$ cat config.mk
export PLATFORM = sky130hd
export DESIGN_NAME = loadable_updown_counter
export DESIGN_NICKNAME = d
export VERILOG_FILES = /design/src/rtl/counter_pkg.sv /design/src/rtl/counter_limit_cmp.sv /design/src/rtl/loadable_updown_counter.sv
export SDC_FILE = /design/constraint.sdc
export NUM_CORES = 1
export LEC_CHECK = 0
export CORE_ASPECT_RATIO = 1.2
export CORE_MARGIN = 4
export CORE_UTILIZATION = 40
export DETAILED_ROUTE_END_ITERATION = 8
export PLACE_DENSITY_LB_ADDON = 0.1
export SETUP_SLACK_MARGIN = 0.02
export SLEW_MARGIN = 20
export SYNTH_ARGS = -nofsm -noshare
export SYNTH_HDL_FRONTEND = slang
export SYNTH_SLANG_ARGS = --single-unit
$ cat constraint.sdc
create_clock -name clk -period 2 [get_ports clk]
set_clock_uncertainty 0.15 [all_clocks]
set_input_delay 0.5 -clock clk [delete_from_list [all_inputs] [get_ports clk]]
set_output_delay 0.5 -clock clk [all_outputs]
set_load 0.005 [all_outputs]
$ cat src/rtl/counter_pkg.sv
// Shared constants and helpers for the counter family (loadable counter, timers, prescalers).
package counter_pkg;

    // Direction encoding on the `up` input
    localparam logic DIR_DOWN = 1'b0;
    localparam logic DIR_UP   = 1'b1;

    // Limit behaviour selected by the SATURATE parameter
    localparam int unsigned MODE_WRAP = 0;
    localparam int unsigned MODE_SAT  = 1;

    // Largest legal count for a given modulus, trimmed to the register width.
    function automatic int unsigned calc_max(input int unsigned modulus,
                                             input int unsigned width);
        int unsigned raw;
        raw = modulus - 1;
        if (width >= 32) begin
            return raw;
        end
        return raw & ((32'd1 << width) - 32'd1);
    endfunction

endpackage

$ cat src/rtl/counter_limit_cmp.sv
// Combinational limit detection for a count register: flags the top and
// bottom of the range and picks the one that matters for the current direction.
module counter_limit_cmp
    import counter_pkg::*;
#(
    parameter int unsigned       WIDTH     = 8,
    parameter logic [WIDTH-1:0]  MAX_VALUE = '1
) (
    input  logic [WIDTH-1:0] value,
    input  logic             up,
    output logic             at_limit,
    output logic             is_max,
    output logic             is_zero
);

    // Range-end flags and the direction-selected limit
    always_comb begin
        is_max   = (value == MAX_VALUE);
        is_zero  = (value == '0);
        at_limit = (up == DIR_UP) ? is_max : is_zero;
    end

endmodule

$ cat src/rtl/loadable_updown_counter.sv
// Synchronous up/down counter with parallel load, programmable modulus,
// wrap or saturate at the range ends, cascade carry and a sticky overflow flag.
module loadable_updown_counter
    import counter_pkg::*;
#(
    parameter int unsigned WIDTH    = 8,
    parameter int unsigned MODULUS  = 1 << WIDTH,
    parameter int unsigned SATURATE = MODE_WRAP
) (
    input  logic             clk,
    input  logic             reset,
    input  logic             en,
    input  logic             cin,
    input  logic             up,
    input  logic             load,
    input  logic [WIDTH-1:0] load_value,
    input  logic             clear,
    output logic [WIDTH-1:0] value,
    output logic             cout,
    output logic             at_limit,
    output logic             overflow
);

    localparam logic [WIDTH-1:0] MAX = WIDTH'(calc_max(MODULUS, WIDTH));

    logic             is_max;
    logic             is_zero;
    logic             count_evt;
    logic [WIDTH-1:0] count_next;
    logic [WIDTH-1:0] load_clamped;
    logic             overflow_next;

    counter_limit_cmp #(
        .WIDTH     (WIDTH),
        .MAX_VALUE (MAX)
    ) u_limit_cmp (
        .value    (value),
        .up       (up),
        .at_limit (at_limit),
        .is_max   (is_max),
        .is_zero  (is_zero)
    );

    // Count step: wrap or hold at the range ends, flag every hit of the limit
    always_comb begin
        count_evt     = en & cin;
        count_next    = value;
        overflow_next = overflow;
        if (count_evt) begin
            if (up == DIR_UP) begin
                if (is_max) begin
                    count_next = (SATURATE == MODE_SAT) ? MAX : '0;
                end else begin
                    count_next = value + 1'b1;
                end
            end else begin
                if (is_zero) begin
                    count_next = (SATURATE == MODE_SAT) ? '0 : MAX;
                end else begin
                    count_next = value - 1'b1;
                end
            end
            if (at_limit) begin
                overflow_next = 1'b1;
            end
        end
    end

    // Out-of-range loads clamp to the top of the count range
    always_comb begin
        load_clamped = (load_value > MAX) ? MAX : load_value;
    end

    // Carry-out for cascading: this stage is about to roll over (or would, if saturating)
    always_comb begin
        cout = en & cin & at_limit;
    end

    // State update with priority reset > clear > load > count/hold
    always_ff @(posedge clk) begin
        if (reset) begin
            value    <= '0;
            overflow <= 1'b0;
        end else if (clear) begin
            value    <= '0;
            overflow <= 1'b0;
        end else if (load) begin
            value    <= load_clamped;
        end else begin
            value    <= count_next;
            overflow <= overflow_next;
        end
    end

endmodule

==> Changelog: implementation, run 1 <==
### Metrics

- Max Fanout on Critical Path: 3
- Worst EP arrival: 1500 ps
- Largest cells by area: dfxtp_1, ha_1, nand2_1
- IR drop worst, VDD: between 0.3 and 0.4 mV
- Initial antenna violation count: 0
- Worst slew pin tran: 496 ps
- Worst R2R Start: value[0]$_SDFFE_PP0P_
- Flops after synth: 9
- CTS tree: done
- Gr usage total: 0.262
- Via-per-instance ratio: ~6.2
- Die height: 56.3 um
- CP startpoint kind: register
- Ports: 26
- Post-layout period usage: 1.08
- Cells after Synth: 106
- Final min period: 2150 ps
- Hold Crit Endpoint: overflow$_SDFFE_PP0P_
- Sequential area share after synthesis: 0.232
- # Cells Yosys: 106
- Setup slack, reg-to-reg: -50 ps
- Layout cells sized above 1: 0.422
- Post-synth EDFFs: 0
- Global Route met1 Usage: 0.351
- Beginning of the worst hold path: overflow$_SDFFE_PP0P_
- Worst R2R Path Depth: 7
- P per Cell Area: roughly 420 mW/mm2
- Pin count of the biggest net entering global routing: 14
- Syn_nets: 124
- Hold_buf cts: 0
- Post-route DRC violation count: 0
- Via count: around 1200
- Max-slew violations: 0
- FP Core Util: 0.420
- Yosys top cell area share: 0.232
- Unrepaired setup endpoints after global routing: true
- Synth Warn #: 0
- Hold Crit Class: reg2reg
- Setup violators final: 3
- Worst slew margin: 0.661
- GRT overflow: 0
- Layout Nets: 192
- Max-Cap Viols: 0
- IO Port Bufs: 25
- Routed WL: 3620 um
- M3 GR Usage: 0.0417
- Mean area per synthesized cell: 7.33 um2
- Failing checks: negative setup slack
- Count leader, synth: nand2_1
- First-pass GRT wire length: 5220 um
- Insertion Delay late pin: around 270 ps
- Ys async rst share: 0
- Vias in the first global route: 1092
- 1st-pass router iterations: 4
- Iteration-0 DRC Markers: 58
- Inserted Clock Buffers: 3
- CP Class: reg2out
- Remaining antenna violation count: 0
- Total die size: 0.00271 mm2
- Req. time, crit path: ~1400 ps
- H-tree depth: 1
- GPL Wtd Cong: 0.873
- Synth top cells by count: nand2_1, dfxtp_1, inv_1, nor2_1, o21ai_0
- Die width: between 40 and 50 um
- R2r endpoint: value[5]$_SDFFE_PP0P_
- Leak: 0.638 nW
- Post-Place Cell Area: 0.00126 mm2
- Total power: 636 uW
- Endpoints failing hold: 0
- Hold path depth: 1
- Chip area line of the yosys report: 777 um2
- Run status: complete, but fails checks
- Number of diodes: 0
- Sink Count: 9
- # fillers: about 110
- Post-route worst setup slack: -153 ps
- CP endpoint kind: output pin
- Clock Pin Slew Worst Setup and Hold Paths: roughly 70 ps
- CTS root buffer: clkbuf_4
- Area leader, netlist: dfxtp_1
- Syn Std Cell Area: 777 um2
- F_max: 0.464 GHz
- Post-synth top flop: dfxtp_1
- CTS max path bufs: 2
- GR Util met2: 0.416
- WL per Instance: 18.8 um
- FP Rows: 17
- Area Growth Syn to Fin: 92.9%
- Tool warning count: 30
- Detailed placement HPWL: 2230 um
- Distinct lib cells used: 40
## run 1: critical path: stages, from the launching register on
cell	delay [ps]
dfxtp_2	330
buf_6	120
inv_4	50
ha_4	110
nor2b_4	140
nand3_2	110
buf_6	150
a21oi_2	100
buf_2	120
## run 1: kinds of logic (layout without fill, tap and decap cells)
logic type,after synthesis,count (layout),synth area share
xor+xnor,1,1,0.0113
fa+ha+maj,3,3,0.0483
compound gates,35,35,0.329
flops,9,9,0.232
simple gates,44,44,0.301
buf+inv,14,81,0.0789
## run 1: worst max-delay path by stage
stage / slack (ps) / endpoint / from
3_5_place_dp: -840 / cout / up
5_1_grt: -200 / cout / value[0]$_SDFFE_PP0P_
6_report: -150 / cout / value[0]$_SDFFE_PP0P_
4_1_cts: -120 / cout / value[0]$_SDFFE_PP0P_
3_3_place_gp: -790 / cout / up
2_1_floorplan: 40 / cout / value[2]$_SDFFE_PP0P_
## run 1: cells in the final DEF, fill, tap and decap left out, drive strengths merged, types with 2 or more instances in the layout
cell           synthesis  final
a2111oi                3      3
a211oi                 2      2
a21oi                  4      4
a221oi                 2      2
a31oi                  2      2
and3                   3      3
buf                    2     47
clkbuf                 5      4
clkdlybuf4s50          0     21
dfxtp                  9      9
ha                     3      3
inv                    6      6
nand2                 10     10
nand3                  3      3
nand4                  4      4
nor2                   6      6
nor3                   5      5
nor4                   4      4
o2111a                 2      2
o211ai                 3      3
o21a                   2      2
o21ai                  6      6
o221ai                 2      2
or4                    3      3
## run 1: flip-flops by register name (all words and copies together) (netlist names)
register / flops
value: 8
overflow: 1
## run 1: power breakdown
part           switching, mW  total (mW)  internal, mW
combinational          0.124       0.284         0.160
clock                 0.0774       0.155        0.0773
sequential            0.0103       0.198         0.187
## run 1: timing repair
action | CTS | global route
pin swaps | 4 | 6
gates resized | 31 | 17
buffers inserted | 4 | 8
setup endpoints to repair | 6 | 11
hold endpoints to repair | 0 | 0
## run 1: per-layer routing
layer | vias to the layer above | share of wire
met5 | - | 0
met4 | 0 | 0.047
met3 | 18 | 0.070
met2 | 58 | 0.49
met1 | 567 | 0.40
li1 | 551 | -
## run 1: metrics by stage
stage	cells	hold WS (ps)	setup TNS (ps)	worst slack, ps
after global placement	176	297	-2900	-791
after CTS	184	325	-217	-121
after floorplan	106	314	0	42.1
after detailed placement	176	309	-3120	-839
after global routing	192	367	-482	-204
final	192	320	-263	-153
## run 1: cell type report
type / count / area (um2) / area share
multi-input combinational: 83 / 612 / 0.408
clock buffer: 4 / 26.3 / 0.0175
sequential: 9 / 194 / 0.129
timing repair buffer: 70 / 614 / 0.410
inverter: 7 / 28.8 / 0.0192
tap: 19 / 23.8 / 0.0159
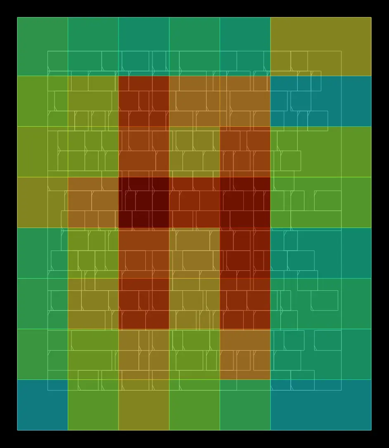
Figure 1: run 1, routing congestion map.
gr busiest metal: met2
final core occ: 0.810

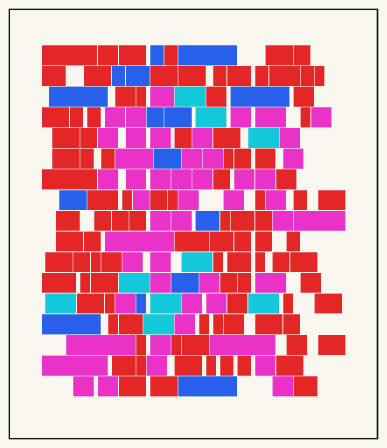
Figure 2: run 1, drive-strength map.
- magenta: _3 and _4 cells (cells 49; share 28%)
- red: _0 and _1 cells (cells 100; share 58%)
- cyan: _6 and larger (cells 9; share 5.2%)
- blue: _2 cells (cells 15; share 8.7%)
Non-clk bufs: 70
post-route worst setup slack: -153 ps

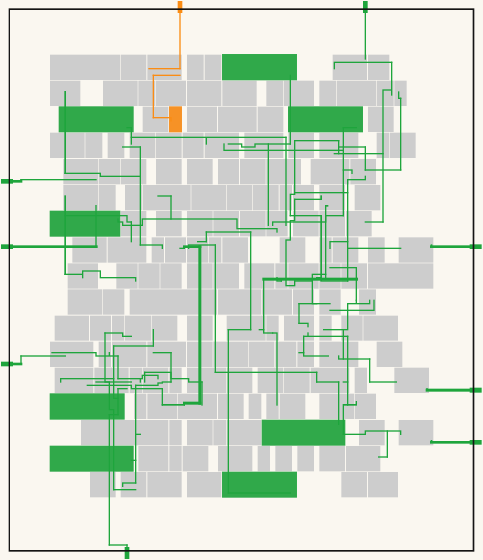
Figure 3: run 1, wires at chosen ports, followed through buffers.
- green: value (bits 8; direction output; edge 3 left, 3 right, 1 bottom, 1 top; end cells 8; buffers 18; wire 660 um)
- orange: en (bits 1; direction input; edge top; end cells 1; buffers 1; wire 18.5 um)

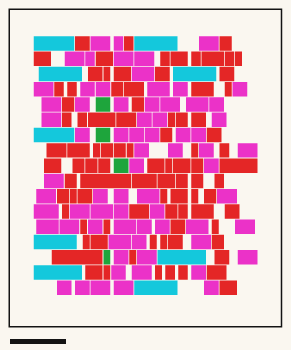
Figure 4: run 1, placement by cell class.
Scale bar: 10 um.
- cyan: flops (cells 9; share of their area 13%)
- green: clock drivers and dummy loads (cells 4; share of their area 1.8%)
- magenta: other buffers and delay cells (cells 70; share of their area 42%)
- red: combinational and other logic (cells 90; share of their area 43%)
core area: 0.00185 mm2
final instance area: 0.00150 mm2
Seq/total area: 0.129

==> run 1 -> run 2 <==
--- a/config.mk
+++ b/config.mk
@@ -5,11 +5,13 @@
 export SDC_FILE = /design/constraint.sdc
 export NUM_CORES = 1
 export LEC_CHECK = 0
+export CAP_MARGIN = 20
 export CORE_ASPECT_RATIO = 1.2
 export CORE_MARGIN = 4
 export CORE_UTILIZATION = 40
 export DETAILED_ROUTE_END_ITERATION = 8
 export PLACE_DENSITY_LB_ADDON = 0.1
+export RECOVER_POWER = 25
 export SETUP_SLACK_MARGIN = 0.02
 export SLEW_MARGIN = 20
 export SYNTH_ARGS = -nofsm -noshare
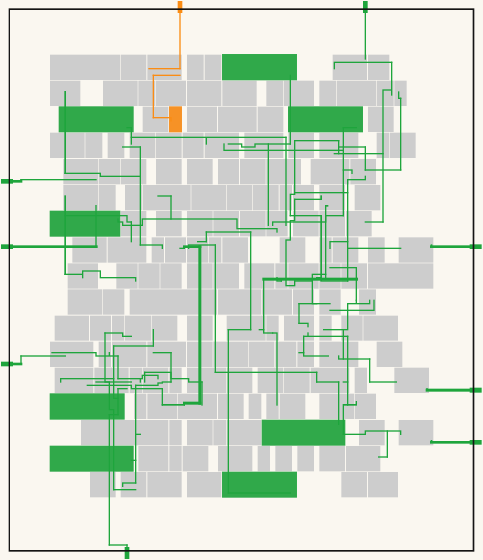
Figure 5: run 2, wires at chosen ports, followed through buffers.
- green: value (bits 8; direction output; edge 3 left, 3 right, 1 bottom, 1 top; end cells 8; buffers 18; wire 660 um)
- orange: en (bits 1; direction input; edge top; end cells 1; buffers 1; wire 18.5 um)
Ports: 26
IO Port Bufs: 25

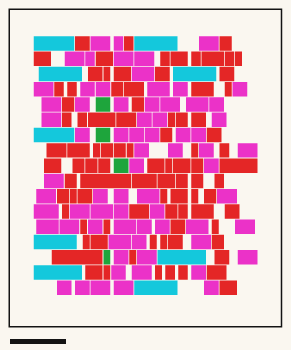
Figure 6: run 2, placement by cell class.
Scale bar: 10 um.
- green: clock drivers and dummy loads (cells 4; share of their area 1.8%)
- magenta: other buffers and delay cells (cells 70; share of their area 42%)
- cyan: flops (cells 9; share of their area 13%)
- red: combinational and other logic (cells 90; share of their area 43%)
FP Rows: 17

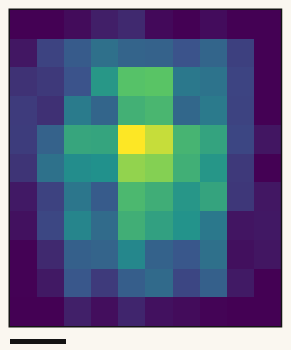
Figure 7: run 2, signal metal coverage by tile.
Scale bar: 10 um. 10 x 11 tiles, from dark purple (low) to yellow (high), scaled to the fullest tile. Values are wire area over tile area, all layers added.
- nearly empty tiles: 16%
- mean over tiles: 0.22
- fullest tile: 0.81
- densest ninth of the die: middle

==> run 2 against run 1 <==
Net effect:
- the run still ends with negative setup slack left
- final cell count unchanged
- first-iteration DRC count unchanged
- total power unchanged
- clock power about the same
- area after synthesis unchanged
- setup slack unchanged
- die area unchanged
- highest routed layer unchanged
- synthesized cell count unchanged
- via count unchanged
- routed wire length unchanged
- critical endpoint unchanged
- register-to-register slack about the same
==> Changelog: implementation, run 2 <==
### Metrics

- Largest regs: value: 8 flops, overflow: 1 flops
- Detailed placement HPWL: 2230 um (unchanged)
- First-pass GRT wire length: 5220 um (unchanged)
- Chip area line of the yosys report: 777 um2 (unchanged)
- FF+latch area: 194 um2 (unchanged)
- Largest Register: value
- Number of flip-flops in the largest register: 8 (unchanged)
- Leak: 0.638 nW (unchanged)
- Routed WL: 3620 um (unchanged)
- Pre-CTS setup slack: -839 ps (unchanged)
- Area fraction in mux cells: 0 (unchanged)
- Synth Warn #: 0 (unchanged)
- Worst R2R Start: value[0]$_SDFFE_PP0P_
- Worst R2R Path Depth: 7 (unchanged)
- Pin count of the biggest net entering global routing: 14 (unchanged)
- CTS tree: done
- Syn Std Cell Area: 777 um2 (unchanged)
- Hold Crit Class: reg2reg
- CP startpoint: value[0]$_SDFFE_PP0P_
- P per Cell Area: 424 mW/mm2 (unchanged)
- Sequential area share after synthesis: 0.232 (unchanged)
- Gr usage total: 0.262 (unchanged)
- Main logic family after synthesis: AND-OR/OR-AND gates
- 1st-pass router iterations: 4 (unchanged)
- Worst EP arrival: 1500 ps (about the same)
- Ys async rst share: 0 (unchanged)
- CTS root buffer: clkbuf_4
- Synth top cells by count: nand2_1, dfxtp_1, inv_1, nor2_1, o21ai_0
- Failing checks: negative setup slack
- Area fraction in compound gates: 0.329 (unchanged)
- Setup slack, reg-to-reg: -50 ps (about the same)
- Most numerous logic cell after layout: buf_4
- CP endpoint kind: output pin
- Post-synth top flop: dfxtp_1
- Synth Area in XOR/XNOR: 0.0113 (unchanged)
- Run status: complete, but fails checks
- Worst slew margin: 0.661 (unchanged)
- Post-route worst setup slack: -153 ps (unchanged)
- Clock Pin Slew Worst Setup and Hold Paths: 70 ps (about the same)
- Post-Layout Cell Count: 192 (unchanged)
- Post-layout period usage: 1.08 (unchanged)
- Unrepaired setup endpoints after global routing: true
- IR drop worst, VDD: 0.396 mV (unchanged)
- Core area: 0.00185 mm2 (unchanged)
- # fillers: 107 (unchanged)
- Number of diodes: 0 (unchanged)
- Placed cell count: 176 (unchanged)
- Yosys top cell area share: 0.232 (unchanged)
- Layout cells sized above 1: 0.422 (unchanged)
- Worst slew pin tran: 496 ps (unchanged)
- Cells after Synth: 106 (unchanged)
- Via count: 1194 (unchanged)
- Via-per-instance ratio: 6.22 (unchanged)
- Inserted Clock Buffers: 3 (unchanged)
- Remaining antenna violation count: 0 (unchanged)
- Setup violators final: 3 (unchanged)
- WL per Instance: 18.8 um (unchanged)
- Max-Cap Viols: 0 (unchanged)
- Worst Setup EP: cout
- Distinct lib cells used: 40 (unchanged)
- Count leader, synth: nand2_1
- Mean area per synthesized cell: 7.33 um2 (unchanged)
- Max-slew violations: 0 (unchanged)
- Area leader, netlist: dfxtp_1
- Iteration-0 DRC Markers: 58 (unchanged)
- Flops after synth: 9 (unchanged)
- CTS max path bufs: 2 (unchanged)
- Die width: 48.2 um (unchanged)
- MI comb area: 612 um2 (unchanged)
- Total die size: 0.00271 mm2 (unchanged)
- Top Layout Cells: buf_4, clkdlybuf4s50_1, nand2_1, buf_6
- Vias in the first global route: 1092 (unchanged)
- Simple Share, Synth: 0.301 (unchanged)
- Sink Count: 9 (unchanged)
- Post-route DRC violation count: 0 (unchanged)
- Tool warning count: 30 (unchanged)
- Hold Slack: 320 ps (unchanged)
- F_max: 0.464 GHz (unchanged)
- Endpoints failing hold: 0 (unchanged)
- Insertion Delay late pin: 270 ps (about the same)
- Syn_nets: 124 (unchanged)
- # Cells Yosys: 106 (unchanged)
- Max Fanout on Critical Path: 3 (unchanged)
- FP Core Util: 0.420 (unchanged)
- Area Growth Syn to Fin: 92.9% (unchanged)
- GPL Wtd Cong: 0.873 (unchanged)
- Largest cells by area: dfxtp_1, ha_1, nand2_1
- Initial antenna violation count: 0 (unchanged)
- Adder share: 0.0483 (unchanged)
-- run 2: cell counts after synthesis --
No cell type changed its count.
-- run 2: cell type report --
class | instances | share of cell area
repair buffers | 70 | 0.410
flip-flops and latches | 9 | 0.129
inverters | 7 | 0.0192
multi-input cells | 83 | 0.408
well taps | 19 | 0.0159
clock buffers | 4 | 0.0175
-- run 2: what timing repair did --
action                                  CTS  global route
endpoints found under the setup margin    6            11
gates resized                            31            17
setup buffers                             4             8
pin swaps                                 4             6
hold buffers                              0             0
-- run 2: worst min-delay path by stage --
stage | end | slack [ps] | from | depth (start not counted)
after global placement | overflow$_SDFFE_PP0P_ | 300 | overflow$_SDFFE_PP0P_ | 1
after global routing | overflow$_SDFFE_PP0P_ | 370 | overflow$_SDFFE_PP0P_ | 1
after detailed placement | overflow$_SDFFE_PP0P_ | 310 | overflow$_SDFFE_PP0P_ | 1
after floorplan | overflow$_SDFFE_PP0P_ | 310 | overflow$_SDFFE_PP0P_ | 1
after CTS | overflow$_SDFFE_PP0P_ | 330 | overflow$_SDFFE_PP0P_ | 1
final | overflow$_SDFFE_PP0P_ | 320 | overflow$_SDFFE_PP0P_ | 1
-- run 2: stage by stage --
stage | util | instance area [um2] | TNS, ps | power [mW]
floorplan | - | 778 | 0 | 0.295
global placement | 0.683 | 1260 | -2900 | 0.414
detailed placement | 0.683 | 1260 | -3120 | 0.417
CTS | 0.748 | 1390 | -217 | 0.583
global route | 0.810 | 1500 | -482 | 0.664
finish | 0.810 | 1500 | -263 | 0.636
-- run 2: cell families (layout without fill, tap and decap cells) --
| kind of cell | Yosys count | in the layout |
|---|---|---|
| buffers and inverters | 14 | 81 |
| DFF | 9 | 9 |
| AOI/OAI and AO/OA | 35 | 35 |
| and+or+nand+nor | 44 | 44 |
| xor gates and xnor gates | 1 | 1 |
| adders and majority gates | 3 | 3 |
-- run 2: critical path: stages (launching register included) --
cell and delay (ps):
dfxtp_2 330, buf_6 120, inv_4 50, ha_4 110, nor2b_4 140, nand3_2 110, buf_6 150, a21oi_2 100
buf_2 120
-- run 2: where the power goes --
group / switching [mW] / internal, mW / total, mW / leakage (nW)
Combinational: 0.124 / 0.160 / 0.284 / 0.546
Clock: 0.0774 / 0.0773 / 0.155 / 0.0150
Sequential: 0.0103 / 0.187 / 0.198 / 0.0771
Total: 0.212 / 0.425 / 0.636 / 0.638
-- run 2: per-layer routing --
layer	GRT usage	vias to the layer above	part of all wire
met5	0	-	0
li1	-	551	-
met4	0.0769	0	0.047
met3	0.0417	18	0.070
met1	0.351	567	0.40
met2	0.416	58	0.49
==> run 2 -> run 3 <==
--- a/config.mk
+++ b/config.mk
@@ -9,6 +9,7 @@
 export CORE_ASPECT_RATIO = 1.2
 export CORE_MARGIN = 4
 export CORE_UTILIZATION = 40
+export CTS_CLUSTER_SIZE = 16
 export DETAILED_ROUTE_END_ITERATION = 8
 export PLACE_DENSITY_LB_ADDON = 0.1
 export RECOVER_POWER = 25
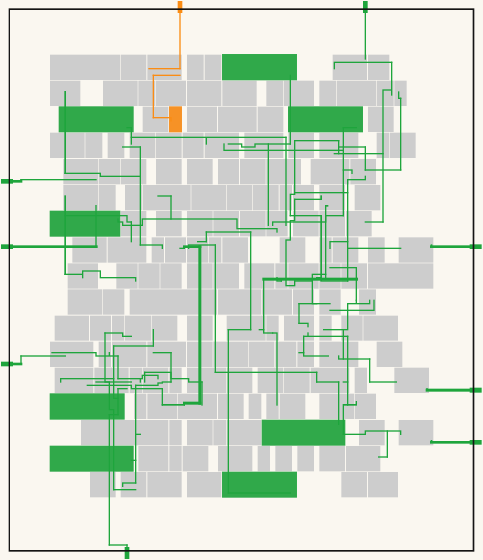
Figure 8: run 3, wires at chosen ports, followed through buffers.
- green: value (bits 8; direction output; edge 3 left, 3 right, 1 bottom, 1 top; end cells 8; buffers 18; wire 660 um)
- orange: en (bits 1; direction input; edge top; end cells 1; buffers 1; wire 18.5 um)

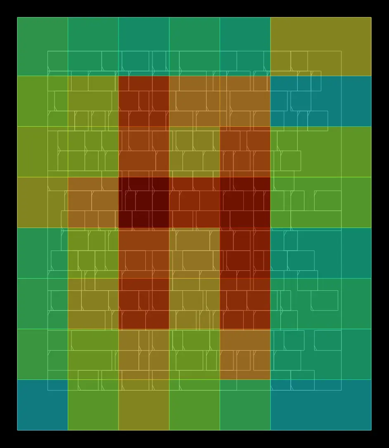
Figure 9: run 3, routing congestion map.
M3 GR Usage: 0.0417
GR Util met2: 0.416
WL per Instance: 18.8 um
Global Route met1 Usage: 0.351
gr usage total: 0.262

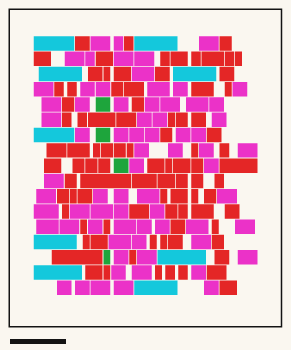
Figure 10: run 3, placement by cell class.
Scale bar: 10 um.
- magenta: other buffers and delay cells (cells 70; share of their area 42%)
- green: clock drivers and dummy loads (cells 4; share of their area 1.8%)
- cyan: flops (cells 9; share of their area 13%)
- red: combinational and other logic (cells 90; share of their area 43%)

==> run 3 against run 2 <==
Net effect:
- the run still ends with negative setup slack left
- clock power about the same
- global-route usage unchanged
- worst hold slack unchanged
- final area unchanged
- combinational power about the same
- flip-flop count unchanged
- total power unchanged
- largest power group unchanged
- highest routed layer unchanged
==> Changelog: implementation, run 3 <==
### Metrics

- Max-slew violations: 0 (unchanged)
- Worst slew pin tran: 496 ps (unchanged)
- IR drop worst, VDD: 0.396 mV (unchanged)
- Core area: 0.00185 mm2 (unchanged)
- Most numerous logic cell after layout: buf_4
- Max-Cap Viols: 0 (unchanged)
- Ys async rst share: 0 (unchanged)
- Die width: 48.2 um (unchanged)
- Via-per-instance ratio: 6.22 (unchanged)
- FP Rows: 17 (unchanged)
- Hold Slack: 320 ps (unchanged)
- Endpoints failing hold: 0 (unchanged)
- # Cells Yosys: 106 (unchanged)
- Detailed placement HPWL: 2230 um (unchanged)
- Failing checks: negative setup slack
- Number of flip-flops in the largest register: 8 (unchanged)
- CP startpoint kind: register
- Flops after synth: 9 (unchanged)
- CTS tree: done
- Post-synth top flop: dfxtp_1
- Post-Layout Cell Count: 192 (unchanged)
- Largest regs: value: 8 flops, overflow: 1 flops
- Sequential area share after synthesis: 0.232 (unchanged)
- Unrepaired setup endpoints after global routing: true
- First-pass GRT wire length: 5220 um (unchanged)
- Final core occ: 0.810 (unchanged)
- Distinct lib cells used: 40 (unchanged)
- Insertion Delay late pin: 270 ps (about the same)
- Gr busiest metal: met2
- Area leader, netlist: dfxtp_1
- FP Core Util: 0.420 (unchanged)
- Worst slew margin: 0.661 (unchanged)
- 1st-pass router iterations: 4 (unchanged)
- Largest Register: value
- P per Cell Area: 424 mW/mm2 (unchanged)
- Sink Count: 9 (unchanged)
- Placed cell count: 176 (unchanged)
- GPL Wtd Cong: 0.873 (unchanged)
- Post-route worst setup slack: -153 ps (unchanged)
- CP endpoint kind: output pin
- Number of diodes: 0 (unchanged)
- Chip area line of the yosys report: 777 um2 (unchanged)
- Hold_buf cts: 0 (unchanged)
- Count leader, synth: nand2_1
- Fin Setup TNS: -263 ps (unchanged)
- CTS max path bufs: 2 (unchanged)
- Iteration-0 DRC Markers: 58 (unchanged)
- Vias in the first global route: 1092 (unchanged)
- Yosys top cell area share: 0.232 (unchanged)
- Initial antenna violation count: 0 (unchanged)
- F_max: 0.464 GHz (unchanged)
- Post-layout period usage: 1.08 (unchanged)
- Run status: complete, but fails checks
- Synth Warn #: 0 (unchanged)
- Max Fanout on Critical Path: 3 (unchanged)
- CTS root buffer: clkbuf_4
- Pre-CTS setup slack: -839 ps (unchanged)
- Mean area per synthesized cell: 7.33 um2 (unchanged)
- Clock Pin Slew Worst Setup and Hold Paths: 70 ps (about the same)
- Routed WL: 3620 um (unchanged)
- IO Port Bufs: 25 (unchanged)
- Pin count of the biggest net entering global routing: 14 (unchanged)
- Synth top cells by count: nand2_1, dfxtp_1, inv_1, nor2_1, o21ai_0
- Hold Crit Class: reg2reg
- Top Layout Cells: buf_4, clkdlybuf4s50_1, nand2_1, buf_6
- Worst EP arrival: 1500 ps (about the same)
- Setup violators final: 3 (unchanged)
- Via count: 1194 (unchanged)
- Syn_nets: 124 (unchanged)
- Largest cells by area: dfxtp_1, ha_1, nand2_1
- Area Growth Syn to Fin: 92.9% (unchanged)
- Post-route DRC violation count: 0 (unchanged)
- Total die size: 0.00271 mm2 (unchanged)
[run 3: cell counts in the layout (fill, tap and decap cells not counted)]
Identical to the previous run, type by type.
[run 3: kinds of logic (layout without fill, tap and decap cells)]
kind of cell | after synthesis | count (layout) | synth area share
AOI/OAI and AO/OA | 35 | 35 | 0.329
DFF | 9 | 9 | 0.232
xor gates and xnor gates | 1 | 1 | 0.0113
and+or+nand+nor | 44 | 44 | 0.301
adders and majority gates | 3 | 3 | 0.0483
buffers and inverters | 14 | 81 | 0.0789
[run 3: repair_timing]
item,in CTS,in global routing
hold endpoints to repair,0,0
endpoints found under the setup margin,6,11
pin swaps,4,6
cloned,0,0
buffers inserted,4,8
gates resized,31,17
[run 3: final timing paths]
check	slack (ps)	startpoint	depth (start not counted)	to
setup / recovery	-150	value[0]$_SDFFE_PP0P_	8	cout
hold / removal	320	overflow$_SDFFE_PP0P_	1	overflow$_SDFFE_PP0P_
setup reg to reg	-50	value[0]$_SDFFE_PP0P_	7	value[5]$_SDFFE_PP0P_
hold reg to reg	320	overflow$_SDFFE_PP0P_	1	overflow$_SDFFE_PP0P_
[run 3: area by class of cell]
| type | count | area, um2 |
|---|---|---|
| Clock buffer | 4 | 26.3 |
| Fill cell | 107 | 352 |
| Inverter | 7 | 28.8 |
| Multi-Input combinational cell | 83 | 612 |
| Sequential cell | 9 | 194 |
| Tap cell | 19 | 23.8 |
| Timing Repair Buffer | 70 | 614 |
[run 3: per-stage QoR]
| stage | power, mW | area, um2 |
|---|---|---|
| 2_1_floorplan | 0.295 | 778 |
| 3_3_place_gp | 0.414 | 1260 |
| 3_5_place_dp | 0.417 | 1260 |
| 4_1_cts | 0.583 | 1390 |
| 5_1_grt | 0.664 | 1500 |
| 6_report | 0.636 | 1500 |
[run 3: power by group]
group	switching, mW	internal (mW)
Sequential	0.0103	0.187
Clock	0.0774	0.0773
Combinational	0.124	0.160
Total	0.212	0.425
[run 3: worst max-delay path: stages (launching register included)]
cell	delay (ps)
dfxtp_2	330
buf_6	120
inv_4	50
ha_4	110
nor2b_4	140
nand3_2	110
buf_6	150
a21oi_2	100
buf_2	120
[run 3: metal layers]
layer / vias up / wire (um) / part of all wire
met2: 58 / 1760 / 0.49
met5: - / 0 / 0
li1: 551 / - / -
met3: 18 / 252 / 0.070
met4: 0 / 171 / 0.047
met1: 567 / 1430 / 0.40
No activity file was given, so power comes from the tool's default toggle rates.
